### src/rtl/dlfloat_div_seq.sv
// Sequential DLFloat divider: restoring radix-2 mantissa division, one quotient bit
// per cycle, followed by a single round-to-nearest-even / special-case cycle.
module dlfloat_div_seq #(
    parameter int EXP_W = 6,
    parameter int MAN_W = 9,
    parameter int TAG_W = 4,
    localparam int W = 1 + EXP_W + MAN_W
) (
    input  logic             clk,
    input  logic             rst_n,
    input  logic             in_valid,
    output logic             in_ready,
    input  logic [W-1:0]     a,
    input  logic [W-1:0]     b,
    input  logic [TAG_W-1:0] in_tag,
    output logic             out_valid,
    input  logic             out_ready,
    output logic [W-1:0]     q,
    output logic [TAG_W-1:0] out_tag,
    output logic [4:0]       exception_flags
);
    localparam int BIAS = (1 << (EXP_W - 1)) - 1;
    localparam int QW   = MAN_W + 3;
    localparam int RW   = MAN_W + 2;
    localparam int XW   = EXP_W + 2;
    localparam int CW   = $clog2(QW);
    localparam logic [XW-1:0] EXP_MAX_C = XW'((1 << EXP_W) - 1);
    localparam logic [W-1:0]  NAN_C     = {1'b0, {(EXP_W + MAN_W){1'b1}}};

    typedef enum logic [1:0] {IDLE = 2'd0, DIVIDE = 2'd1, ROUND = 2'd2, DONE = 2'd3} state_t;

    state_t             state_r, state_s;
    logic [W-1:0]       a_r, b_r, q_r;
    logic [TAG_W-1:0]   tag_r, out_tag_r;
    logic [4:0]         flags_r;
    logic [RW-1:0]      rem_r, div_s, diff_s, rem_next_s;
    logic [QW-1:0]      quo_r;
    logic [CW-1:0]      cnt_r;
    logic               qbit_s;

    logic               sign_s, a_zero_s, b_zero_s, a_inf_s, b_inf_s, a_nan_s, b_nan_s;
    logic [EXP_W-1:0]   ea_s, eb_s;
    logic [XW-1:0]      exp_raw_s, exp_norm_s, exp_fin_s;
    logic [MAN_W-1:0]   mant_pre_s, mant_fin_s;
    logic [MAN_W:0]     mant_sum_s;
    logic               guard_s, sticky_s, round_up_s, inexact_s, ovf_s, unf_s;
    logic [W-1:0]       res_q_s;
    logic [4:0]         res_flags_s;

    // State register
    always_ff @(posedge clk or negedge rst_n) begin
        if (!rst_n) begin
            state_r <= IDLE;
        end else begin
            state_r <= state_s;
        end
    end

    // Next-state logic
    always_comb begin
        state_s = state_r;
        case (state_r)
            IDLE:    state_s = in_valid ? DIVIDE : IDLE;
            DIVIDE:  state_s = (cnt_r == CW'(QW - 1)) ? ROUND : DIVIDE;
            ROUND:   state_s = DONE;
            DONE:    state_s = out_ready ? IDLE : DONE;
            default: state_s = IDLE;
        endcase
    end

    // Handshake outputs decoded from the state register
    always_comb begin
        in_ready  = 1'b0;
        out_valid = 1'b0;
        case (state_r)
            IDLE:    in_ready  = 1'b1;
            DONE:    out_valid = 1'b1;
            default: begin
                in_ready  = 1'b0;
                out_valid = 1'b0;
            end
        endcase
    end

    // One restoring-division step: subtract the divisor when it fits, then shift
    always_comb begin
        div_s      = {1'b0, 1'b1, b_r[MAN_W-1:0]};
        qbit_s     = (rem_r >= div_s);
        diff_s     = qbit_s ? (rem_r - div_s) : rem_r;
        rem_next_s = {diff_s[RW-2:0], 1'b0};
    end

    assign sign_s   = a_r[W-1] ^ b_r[W-1];
    assign ea_s     = a_r[W-2:MAN_W];
    assign eb_s     = b_r[W-2:MAN_W];
    assign a_zero_s = (ea_s == '0);
    assign b_zero_s = (eb_s == '0);
    assign a_inf_s  = (ea_s == {EXP_W{1'b1}}) && (a_r[MAN_W-1:0] == '0);
    assign b_inf_s  = (eb_s == {EXP_W{1'b1}}) && (b_r[MAN_W-1:0] == '0);
    assign a_nan_s  = (ea_s == {EXP_W{1'b1}}) && (a_r[MAN_W-1:0] != '0);
    assign b_nan_s  = (eb_s == {EXP_W{1'b1}}) && (b_r[MAN_W-1:0] != '0);

    // Normalise, round to nearest even, then resolve special operands and range limits
    always_comb begin
        exp_raw_s = {2'b00, ea_s} - {2'b00, eb_s} + XW'(BIAS);
        if (quo_r[QW-1]) begin
            mant_pre_s = quo_r[QW-2:2];
            guard_s    = quo_r[1];
            sticky_s   = quo_r[0] | (|rem_r);
            exp_norm_s = exp_raw_s;
        end else begin
            mant_pre_s = quo_r[QW-3:1];
            guard_s    = quo_r[0];
            sticky_s   = |rem_r;
            exp_norm_s = exp_raw_s - XW'(1);
        end
        round_up_s = guard_s & (sticky_s | mant_pre_s[0]);
        inexact_s  = guard_s | sticky_s;
        mant_sum_s = {1'b0, mant_pre_s} + {{MAN_W{1'b0}}, round_up_s};
        if (mant_sum_s[MAN_W]) begin
            mant_fin_s = '0;
            exp_fin_s  = exp_norm_s + XW'(1);
        end else begin
            mant_fin_s = mant_sum_s[MAN_W-1:0];
            exp_fin_s  = exp_norm_s;
        end
        ovf_s = !exp_fin_s[XW-1] && (exp_fin_s >= EXP_MAX_C);
        unf_s = exp_fin_s[XW-1] || (exp_fin_s == '0);

        if ((a_zero_s && b_zero_s) || (a_inf_s && b_inf_s)) begin
            res_q_s = NAN_C;
            res_flags_s = 5'b10000;
        end else if (a_nan_s || b_nan_s) begin
            res_q_s = NAN_C;
            res_flags_s = 5'b00000;
        end else if (b_zero_s && !a_inf_s) begin
            res_q_s = {sign_s, {EXP_W{1'b1}}, {MAN_W{1'b0}}};
            res_flags_s = 5'b00001;
        end else if (a_inf_s) begin
            res_q_s = {sign_s, {EXP_W{1'b1}}, {MAN_W{1'b0}}};
            res_flags_s = 5'b00000;
        end else if (a_zero_s || b_inf_s) begin
            res_q_s = {sign_s, {(W - 1){1'b0}}};
            res_flags_s = 5'b00000;
        end else if (ovf_s) begin
            res_q_s = {sign_s, {EXP_W{1'b1}}, {MAN_W{1'b0}}};
            res_flags_s = 5'b01100;
        end else if (unf_s) begin
            res_q_s = {sign_s, {(W - 1){1'b0}}};
            res_flags_s = 5'b01010;
        end else begin
            res_q_s = {sign_s, exp_fin_s[EXP_W-1:0], mant_fin_s};
            res_flags_s = {1'b0, inexact_s, 3'b000};
        end
    end

    // Operand capture, division iteration and result registers
    always_ff @(posedge clk or negedge rst_n) begin
        if (!rst_n) begin
            a_r       <= '0;
            b_r       <= '0;
            tag_r     <= '0;
            rem_r     <= '0;
            quo_r     <= '0;
            cnt_r     <= '0;
            q_r       <= '0;
            out_tag_r <= '0;
            flags_r   <= '0;
        end else begin
            case (state_r)
                IDLE: begin
                    if (in_valid) begin
                        a_r   <= a;
                        b_r   <= b;
                        tag_r <= in_tag;
                        rem_r <= {1'b0, 1'b1, a[MAN_W-1:0]};
                        quo_r <= '0;
                        cnt_r <= '0;
                    end
                end
                DIVIDE: begin
                    rem_r <= rem_next_s;
                    quo_r <= {quo_r[QW-2:0], qbit_s};
                    cnt_r <= cnt_r + CW'(1);
                end
                ROUND: begin
                    q_r       <= res_q_s;
                    flags_r   <= res_flags_s;
                    out_tag_r <= tag_r;
                end
                default: begin
                    q_r <= q_r;
                end
            endcase
        end
    end

    assign q               = q_r;
    assign out_tag         = out_tag_r;
    assign exception_flags = flags_r;

endmodule
### config.mk
export PLATFORM = sky130hd
export DESIGN_NAME = dlfloat_div_seq
export DESIGN_NICKNAME = d
export VERILOG_FILES = /design/src/rtl/dlfloat_div_seq.sv
export SDC_FILE = /design/constraint.sdc
export NUM_CORES = 1
export LEC_CHECK = 0
export ABC_AREA = 1
export CAP_MARGIN = 40
export CORE_MARGIN = 2
export CORE_UTILIZATION = 25
export DETAILED_ROUTE_END_ITERATION = 6
export GPL_TIMING_DRIVEN = 0
export PLACE_DENSITY = 0.49
export REMOVE_ABC_BUFFERS = 1
export SKIP_LAST_GASP = 1
export SLEW_MARGIN = 20
export SYNTH_ARGS = -nofsm -noshare
export SYNTH_HDL_FRONTEND = slang
export SYNTH_SLANG_ARGS = --single-unit
### constraint.sdc
create_clock -name clk -period 3.1 [get_ports clk]
set_input_delay 0.31 -clock clk [delete_from_list [all_inputs] [get_ports clk]]
set_output_delay 0.31 -clock clk [all_outputs]
set_load 0.03 [all_outputs]
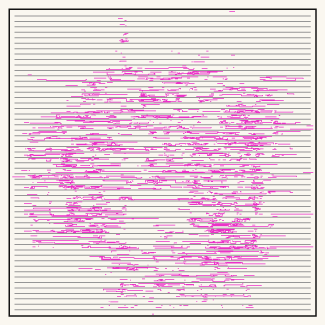
(images/met1.png)
(2 px per µm) Supply wires on this layer in grey.
share of all routed wire	47%
wire length on this layer	6480 µm
longest straight run	35.6 µm
vias post-DR: 4880
Routed WL: 13800 µm
met1 Usage GRT: 15.4%

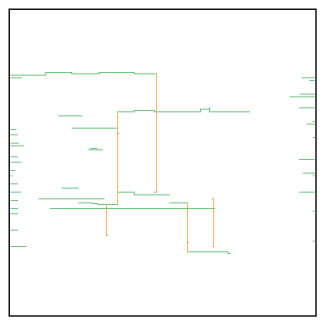
(images/metal_stack.png)
(2 px per µm) Only two layers are drawn.
colour	layer	wire length
orange	met4	169 µm
green	met3	523 µm
mean routed wirelength per cell: 12.4 µm
All-Layer GR Usage: 12.3%

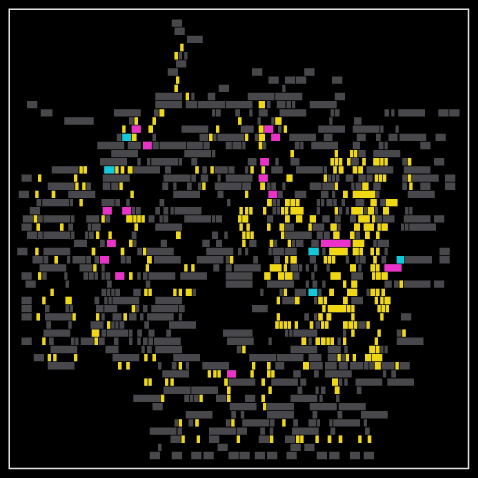
(images/gate_families.png)
(3 px per µm)
colour	family	cells
yellow	NAND gates	290
magenta	XOR/XNOR gates	15
cyan	AND-OR and OR-AND gates	5
Top cell excl fill/tap: nand2_1
combinational share of cell area: 42.0%
final std cells w/o fill: 1116

==> out/metrics.yaml <==
setup_ws_ns: -0.0678
r2r_end: "q[0]"
io_buffers: 66
ys_area_um2: 5520
crit_start: "b_r[9]"
rsz0062_at_grt: "yes"
setup_viol: 11
whs_ns: 0.394
crit_top_cell: "ha_4"
grtUsageMet3_pct: 3.04
top_cell: "nand2_1"
finalMaxSlewViolations: 0
fp_util_pct: 25.4
signal_buffers: 89
grt-ovfl-total: 0
grt_start_max_net_pins: 61
clock_skew_ns: 0.00948
antenna_cells: 0
cts_num_sinks: 90
cp_top_family: "adder cells"
core_um2: 21800
drive_gt1_share_pct: 15.9
grt.busiest_layer: "met2"
flops: 90
ff_type: "dfrtp_1"
crit_buf_inv: 3
tapCellCount: 280
die_h_um: 153
edf_count: 0
final_cell_mix: "209 x nand2_1, 90 x dfrtp_1, 85 x inv_1"
use_met2_pct: 21.3
fin_crit_sh_pct: 102
log.warning_count: 28
dr.max_layer_used: "met4"
seqCellArea_um2: 2250
critPathMaxFanout: 7
crit_path_start_kind: "flop"
detail-route-antenna-nets: 0
violations: "negative setup slack"
worst_slew_pin_slew_ns: 0.662
r2r_start: "b_r[9]"
comb_area_um2: 3030
cts_setup_buffers: 11
worstRegToRegCells: 19
synth-xor-area-share_pct: 2.52
chip_area_um2: 23300
routabilityCongestion: 0.844
clkLatencyLatePin_ns: 0.36
final.min_clock_period_ns: 3.17
die_w_um: 153
synth_cells: 750
utilization_pct: 33.1
ys_ff: 90
aoi_share_pct: 12.4
ys_sh_simple_pct: 30.2
clock_path_buffers: 2
ctsHoldBuffers: 1
critPathSlowestCell: "fa_2"
fp-row-count: 54
synthMuxAreaShare_pct: 0
cts.root.buffer_cell: "clkbuf_16"
initialDrtViolationCount: 213
dpl_cell_area_um2: 6510
seq_area_share_pct: 31.3
ys_cells: 750
finalHoldViolations: 0
outcome: "finished with violations"
dominant_cells: "multi-input combinational cells"
comb_cells: 539
maxSlewHeadroom_pct: 55.8
buf_share_pct: 12.4
wl_met3_um: 522
cts_buffers: 9
path_clk_slew_ns: 0.07
grt_pass1_wl_um: 23300
cp-end-kind: "flop"
worst_ep_arrival_time_ns: 3.45
drt_first_pass_iters: 4
viasPerCell: 4.37
inv_count: 102
crit_chain: "ha_4, fa_2, ha_4, nand2_4, inv_4, nor2_4, inv_2, ha_4, nand4_1, buf_4, xor2_4, nor2_1, nand2_1, nor2_2, nand2_2, nand4_4, nor2_4, nand2_1, a21oi_1"
maxCapViolCount: 0
max_stage_delay_ns: 0.62
wl_met2_um: 6630
top_area_cell: "dfrtp_1"
drc_errors: 0
path_class: "reg2reg"
area_delta_synth_final_pct: 30.6
detailed_place_hpwl_um: 10400
path_depth: 19
clkbuf_count: 9
cts-resized-gates: 26
ys_seq_share_pct: 40.8
dp_slack_ns: -0.289
io-pin-count: 67
final_net_count: 894
critical_path_required_ns: 3.39
dp_cells: 1080
cts_tree: "done"
clk_share_pct: 3.98
synth_warnings: 0
r2r_slack_ns: -0.07
final.fill_count: 2345
grt_pass1_vias: 4750
fmax_ghz: 0.316
tns_ns: -0.404
antenna_found_initial: 0
postSynthAreaPerCell_um2: 7.36
syn-cell-area_um2: 5520
async_flop_share_pct: 100
ys_sh_adder_pct: 5.49
met1_length_um: 6480
synthTopCellsByCount: "225 x nand2_1, 95 x inv_1, 90 x dfrtp_1, 64 x nor2_1, 57 x o21ai_0"
finalInstanceArea_um2: 7210
hp-class: "in2async"
